## config.mk

```make
export PLATFORM = sky130hd
export DESIGN_NAME = seg_scan_decoder_flat
export DESIGN_NICKNAME = d
export VERILOG_FILES = /design/src/rtl/seg_scan_decoder_if.sv /design/src/rtl/seg_scan_decoder.sv /design/src/flat_wrapper.sv
export SDC_FILE = /design/constraint.sdc
export NUM_CORES = 1
export LEC_CHECK = 0
export CAP_MARGIN = 10
export CORE_MARGIN = 1.5
export CORE_UTILIZATION = 39
export DETAILED_ROUTE_END_ITERATION = 8
export GPL_TIMING_DRIVEN = 0
export PLACE_DENSITY_LB_ADDON = 0.15
export SLEW_MARGIN = 20
export SYNTH_ARGS = -nofsm -noshare
export SYNTH_HDL_FRONTEND = slang
export SYNTH_SLANG_ARGS = --single-unit
```

## constraint.sdc

```tcl
create_clock -name CLK_50M -period 8.6 [get_ports CLK_50M]
set_clock_uncertainty 0.2 [all_clocks]
set_input_delay 1.72 -clock CLK_50M [delete_from_list [all_inputs] [get_ports CLK_50M]]
set_output_delay 1.72 -clock CLK_50M [all_outputs]
set_load 0.05 [all_outputs]
```

## src/rtl/seg_scan_decoder_if.sv

```systemverilog
// rtl/seg_scan_decoder_if.sv - scanned display lines in, decoded digits out
//
// Purpose: bundles the multiplexed seven-segment lines and the decoded results.
// Ports (signals):
//   lit        [3:0]  digit enables, active low
//   dig        [6:0]  segments, active low, {g,f,e,d,c,b,a}
//   value      [15:0] decoded hex digits, nibble k for lit[k]=0
//   valid      [3:0]  per-digit recently refreshed glyph
//   blank      [3:0]  per-digit last capture was all segments off
//   frame_done        one-cycle pulse when all four digits were captured
//   seg_err           one-cycle pulse on an undecodable capture
// Modports: master drives the display lines, slave is the decoder.

interface seg_scan_decoder_if;
    logic [3:0]  lit;
    logic [6:0]  dig;
    logic [15:0] value;
    logic [3:0]  valid;
    logic [3:0]  blank;
    logic        frame_done;
    logic        seg_err;

    modport master (
        output lit,
        output dig,
        input  value,
        input  valid,
        input  blank,
        input  frame_done,
        input  seg_err
    );

    modport slave (
        input  lit,
        input  dig,
        output value,
        output valid,
        output blank,
        output frame_done,
        output seg_err
    );
endinterface

```

## src/rtl/seg_scan_decoder.sv

```systemverilog
// rtl/seg_scan_decoder.sv - rebuilds four hex digits from a scanned 7-seg display
//
// Purpose: samples the multiplexed anode/segment lines, waits for a stable
// pattern, decodes the glyph and tracks per-digit freshness.
// Ports:
//   CLK_50M  system clock
//   RST      asynchronous reset, active high
//   bus      seg_scan_decoder_if.slave (lit/dig in; value/valid/blank/frame_done/seg_err out)

module seg_scan_decoder #(
    parameter int SETTLE_CYC  = 16,
    parameter int TIMEOUT_CYC = 1000000,
    parameter int CNT_W       = 20
) (
    input  logic              CLK_50M,
    input  logic              RST,
    seg_scan_decoder_if.slave bus
);

    localparam logic [CNT_W-1:0] SETTLE_LAST = CNT_W'(SETTLE_CYC - 1);
    localparam logic [CNT_W-1:0] TMO         = CNT_W'(TIMEOUT_CYC);

    typedef enum logic [1:0] {IDLE, SETTLE, HELD} state_t;

    state_t           state;
    logic [3:0]       lit_m, lit_s;
    logic [6:0]       dig_m, dig_s;
    logic [10:0]      p_prev;
    logic [CNT_W-1:0] settle_cnt;
    logic [CNT_W-1:0] tcnt [4];
    logic [3:0]       seen;

    logic [15:0]      value_r;
    logic [3:0]       valid_r;
    logic [3:0]       blank_r;
    logic             frame_done_r;
    logic             seg_err_r;

    logic [3:0]       nlit;
    logic             one_hot;
    logic             changed;
    logic [1:0]       cap_k;
    logic             glyph_ok;
    logic [3:0]       glyph_code;
    logic             is_blank;
    logic             cap_fire;
    logic             cap_good;
    logic             cap_bad;
    logic [3:0]       timed_out;
    logic [3:0]       seen_upd;
    logic             frame_hit;

    assign bus.value      = value_r;
    assign bus.valid      = valid_r;
    assign bus.blank      = blank_r;
    assign bus.frame_done = frame_done_r;
    assign bus.seg_err    = seg_err_r;

    always_comb begin
        nlit    = ~lit_s;
        // exactly one enable driven low
        one_hot = (nlit != 4'd0) && ((nlit & (nlit - 4'd1)) == 4'd0);
        changed = ({lit_s, dig_s} != p_prev);

        cap_k = 2'd0;
        case (nlit)
            4'b0010: cap_k = 2'd1;
            4'b0100: cap_k = 2'd2;
            4'b1000: cap_k = 2'd3;
            default: cap_k = 2'd0;
        endcase

        glyph_ok   = 1'b1;
        glyph_code = 4'h0;
        case (dig_s)
            7'h40: glyph_code = 4'h0;
            7'h79: glyph_code = 4'h1;
            7'h24: glyph_code = 4'h2;
            7'h30: glyph_code = 4'h3;
            7'h19: glyph_code = 4'h4;
            7'h12: glyph_code = 4'h5;
            7'h02: glyph_code = 4'h6;
            7'h78: glyph_code = 4'h7;
            7'h00: glyph_code = 4'h8;
            7'h10: glyph_code = 4'h9;
            7'h08: glyph_code = 4'hA;
            7'h03: glyph_code = 4'hB;
            7'h46: glyph_code = 4'hC;
            7'h21: glyph_code = 4'hD;
            7'h06: glyph_code = 4'hE;
            7'h0E: glyph_code = 4'hF;
            default: glyph_ok = 1'b0;
        endcase
        is_blank = (dig_s == 7'h7F);

        // capture fires on the last settle cycle of an unchanged, single-digit pattern
        cap_fire = (state == SETTLE) && one_hot && !changed && (settle_cnt == SETTLE_LAST);
        cap_good = cap_fire && (glyph_ok || is_blank);
        cap_bad  = cap_fire && !glyph_ok && !is_blank;

        for (int k = 0; k < 4; k++) begin
            timed_out[k] = (tcnt[k] == TMO);
        end

        // timeout clears first, a same-cycle capture then wins
        seen_upd = seen & ~timed_out;
        if (cap_good) begin
            seen_upd[cap_k] = 1'b1;
        end
        frame_hit = cap_good && (seen_upd == 4'hF);
    end

    always_ff @(posedge CLK_50M or posedge RST) begin
        if (RST) begin
            state        <= IDLE;
            lit_m        <= 4'd0;
            lit_s        <= 4'd0;
            dig_m        <= 7'd0;
            dig_s        <= 7'd0;
            p_prev       <= 11'd0;
            settle_cnt   <= '0;
            seen         <= 4'd0;
            value_r      <= 16'd0;
            valid_r      <= 4'd0;
            blank_r      <= 4'd0;
            frame_done_r <= 1'b0;
            seg_err_r    <= 1'b0;
            for (int k = 0; k < 4; k++) begin
                tcnt[k] <= '0;
            end
        end else begin
            lit_m  <= bus.lit;
            lit_s  <= lit_m;
            dig_m  <= bus.dig;
            dig_s  <= dig_m;
            p_prev <= {lit_s, dig_s};

            case (state)
                IDLE: begin
                    if (one_hot) begin
                        state      <= SETTLE;
                        settle_cnt <= '0;
                    end
                end
                SETTLE: begin
                    if (!one_hot) begin
                        state <= IDLE;
                    end else if (changed) begin
                        settle_cnt <= '0;
                    end else if (settle_cnt == SETTLE_LAST) begin
                        state <= HELD;
                    end else begin
                        settle_cnt <= settle_cnt + 1'b1;
                    end
                end
                HELD: begin
                    if (changed) begin
                        if (one_hot) begin
                            state      <= SETTLE;
                            settle_cnt <= '0;
                        end else begin
                            state <= IDLE;
                        end
                    end
                end
                default: state <= IDLE;
            endcase

            for (int k = 0; k < 4; k++) begin
                if (cap_good && (cap_k == 2'(k))) begin
                    tcnt[k] <= '0;
                end else if (!timed_out[k]) begin
                    tcnt[k] <= tcnt[k] + 1'b1;
                end
                if (timed_out[k]) begin
                    valid_r[k] <= 1'b0;
                    blank_r[k] <= 1'b0;
                end
            end

            if (cap_good) begin
                valid_r[cap_k] <= 1'b1;
                blank_r[cap_k] <= is_blank;
                if (!is_blank) begin
                    value_r[{cap_k, 2'b00} +: 4] <= glyph_code;
                end
            end

            seen         <= frame_hit ? 4'd0 : seen_upd;
            frame_done_r <= frame_hit;
            seg_err_r    <= cap_bad;
        end
    end

endmodule
```

## src/flat_wrapper.sv

```systemverilog
// flat-port wrapper written by rule: the top's interface ports become plain ports
module seg_scan_decoder_flat 
#(
    parameter int SETTLE_CYC  = 16,
    parameter int TIMEOUT_CYC = 1000000,
    parameter int CNT_W       = 20
)
  (CLK_50M, RST, bus_lit, bus_dig, bus_value, bus_valid, bus_blank, bus_frame_done, bus_seg_err);
  seg_scan_decoder_if bus_i ();
  input  logic CLK_50M;
  input  logic RST;
  input wire logic [$bits(bus_i.lit)-1:0] bus_lit;
  input wire logic [$bits(bus_i.dig)-1:0] bus_dig;
  output wire logic [$bits(bus_i.value)-1:0] bus_value;
  output wire logic [$bits(bus_i.valid)-1:0] bus_valid;
  output wire logic [$bits(bus_i.blank)-1:0] bus_blank;
  output wire logic [$bits(bus_i.frame_done)-1:0] bus_frame_done;
  output wire logic [$bits(bus_i.seg_err)-1:0] bus_seg_err;
  assign bus_i.lit = bus_lit;
  assign bus_i.dig = bus_dig;
  assign bus_value = bus_i.value;
  assign bus_valid = bus_i.valid;
  assign bus_blank = bus_i.blank;
  assign bus_frame_done = bus_i.frame_done;
  assign bus_seg_err = bus_i.seg_err;
  seg_scan_decoder #(.SETTLE_CYC(SETTLE_CYC), .TIMEOUT_CYC(TIMEOUT_CYC), .CNT_W(CNT_W)) u_core (.CLK_50M(CLK_50M), .RST(RST), .bus(bus_i));
endmodule
```

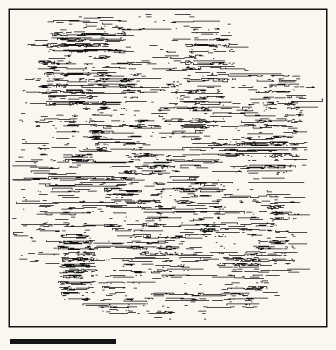
(run_1/layer_met1.png)
The bar under the picture is 50 um long.
nets with wire on the layer: 829
longest straight run: 52.9 um
wire length on this layer: 8,240 um
main direction: horizontal
share of all routed wire: 49%
via count: 5,858
DRT Wirelength: 16,800 um
met1 usage: 22.9%

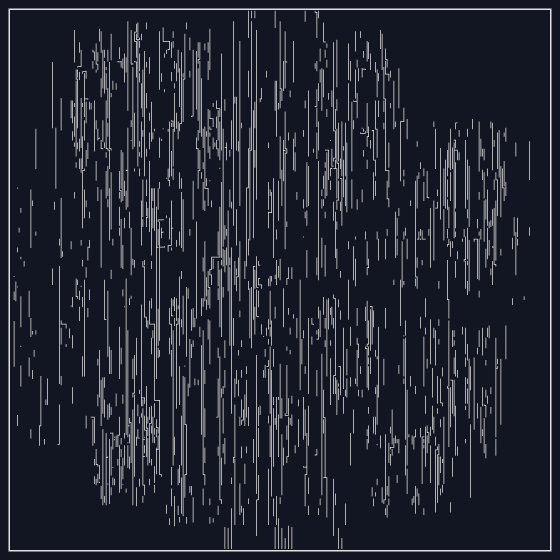
(run_1/layer_met2.png)
nets with wire on the layer: 715
main direction: vertical
share of all routed wire: 47%
wire length on this layer: 7,860 um
longest straight run: 56.1 um
met2 usage: 26.0%

==> job_summary.md, run 1 <==
### Metrics collected by this job

| Metric | Value |
|---|---|
| # Cells Yosys | 818 |
| Area of the die | 0.0221 mm^2 |
| Final ANT Viol Nets | 0 |
| Worst reg-to-reg setup slack | 5490 ps |
| Final Max Tran Viols | 0 |
| Peak supply drop | 0.000119 V |
| Final hold slack | 148 ps |
| Most common cell in the netlist | dfrtp_1 |
| Fin crit period | 3570 ps |
| Yosys stat area | 0.00826 mm^2 |
| Switching share of power | 22.6% |
| Seq/total area | 43.3% |
| Mapped Area | 0.00826 mm^2 |
| R2r startpoint | u_core.dig_s[5] |
| Hold depth | 0 |
| Status | completed |
| Delay of the slowest cell on the worst path | 830 ps |
| First-pass GRT wire length | 29,100 um |
| Top cells excl fill/tap | dfrtp_1, nor2_1, nand2_1, xor2_1, nand3_1 |
| Yosys xor share | 9.33% |
| Logic cell area | 0.00384 mm^2 |
| #FFs+latches synth | 165 |
| Num rows | 53 |
| Top cell family by delay on the critical path | buffers and inverters |
| Inserted Clock Buffers | 17 |
| Highest metal used | met4 |
| Gpl congestion | 0.760 |
| Seq pwr | 791 uW |
| Dominant comb cell | simple AND/OR/NAND/NOR gates |
| Final Util | 45.6% |
| Clock buffer count | 24 |
| Top_reg_cell synth | dfrtp_1 |
| Synth Instances | 818 |
| Vias in the first global route | 5,777 |
| Cell total after placement | 1,132 |
| H-tree levels | 4 |
| Non-CTS inverters | 27 |
| Total of max-cap violations | 0 |
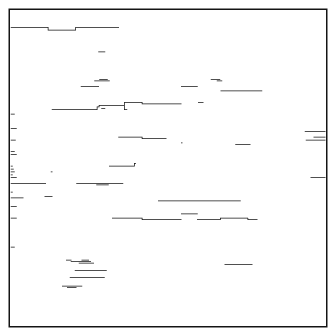
(run_1/layer_met3.png)
share of all routed wire: 3.1%
main direction: horizontal
GR Util met3: 3.59%

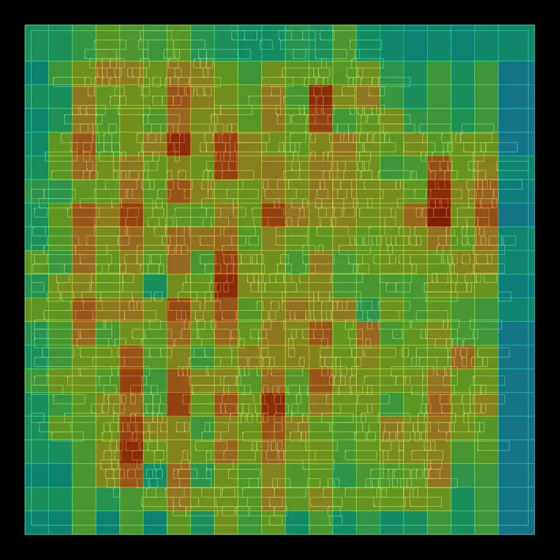
(run_1/congestion.png)
drt wl/cell: 14.5 um
gr usage total: 16.6%
Top Usage Layer GRT: met2

--- run 2 (diff from run 1) ---
- clock period: 8.6 -> 3.3 ns (I/O delays scaled with it)
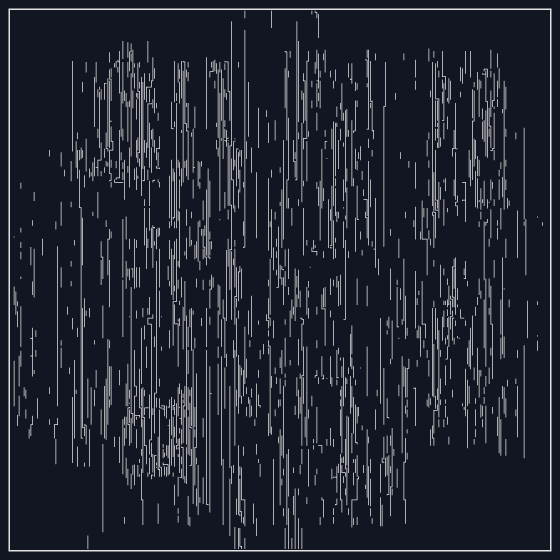
(run_2/layer_met2.png)
nets with wire on the layer: 730
share of all routed wire: 46%
longest straight run: 63.4 um
wire length on this layer: 7,790 um
DRT Wirelength: 16,800 um
via count: 5,938
met2 usage: 26.0%

==> job_summary.md, run 2 <==
### Metrics collected by this job

| Metric | Value |
|---|---|
| Yosys xor share | 9.33% |
| Highest metal used | met4 |
| Drt wl/cell | 14.4 um |
| DR WL met2 | 7790 um |
| Area of the die | 0.0221 mm^2 |
| Gr usage total | 16.5% |
| GR Util met3 | 3.90% |
| R2r startpoint | u_core.dig_s[5] |
| Top cell family by delay on the critical path | simple AND/OR/NAND/NOR gates |
| Synth Instances | 818 |
| Total of max-cap violations | 0 |
| Final ANT Viol Nets | 0 |
| Top cells excl fill/tap | dfrtp_1, nor2_1, nand2_1, xor2_1, nand3_1 |
| Top Usage Layer GRT | met2 |
| Hold depth | 0 |
| Logic cell area | 0.00385 mm^2 |
| Worst reg-to-reg setup slack | 200 ps |
| Cell total after placement | 1,137 |
| Top_reg_cell synth | dfrtp_1 |
| Final Max Tran Viols | 0 |
| Vias in the first global route | 5,848 |
| Fin crit period | 3100 ps |
| Final hold slack | 150 ps |
| Power Clock | 1.96 mW |
| Num rows | 53 |
| Delay of the slowest cell on the worst path | 710 ps |
| Dominant comb cell | simple AND/OR/NAND/NOR gates |
| Non-CTS inverters | 27 |
| Inserted Clock Buffers | 17 |
| H-tree levels | 4 |
| Yosys stat area | 0.00826 mm^2 |
| Clock Power Share | 46.5% |
| Gpl congestion | 0.822 |
| Status | completed |
| Met1 usage | 22.8% |
| Final Util | 46.5% |
| First-pass GRT wire length | 29,200 um |
| Seq/total area | 42.5% |
Power is estimated from default activity; no workload was simulated.
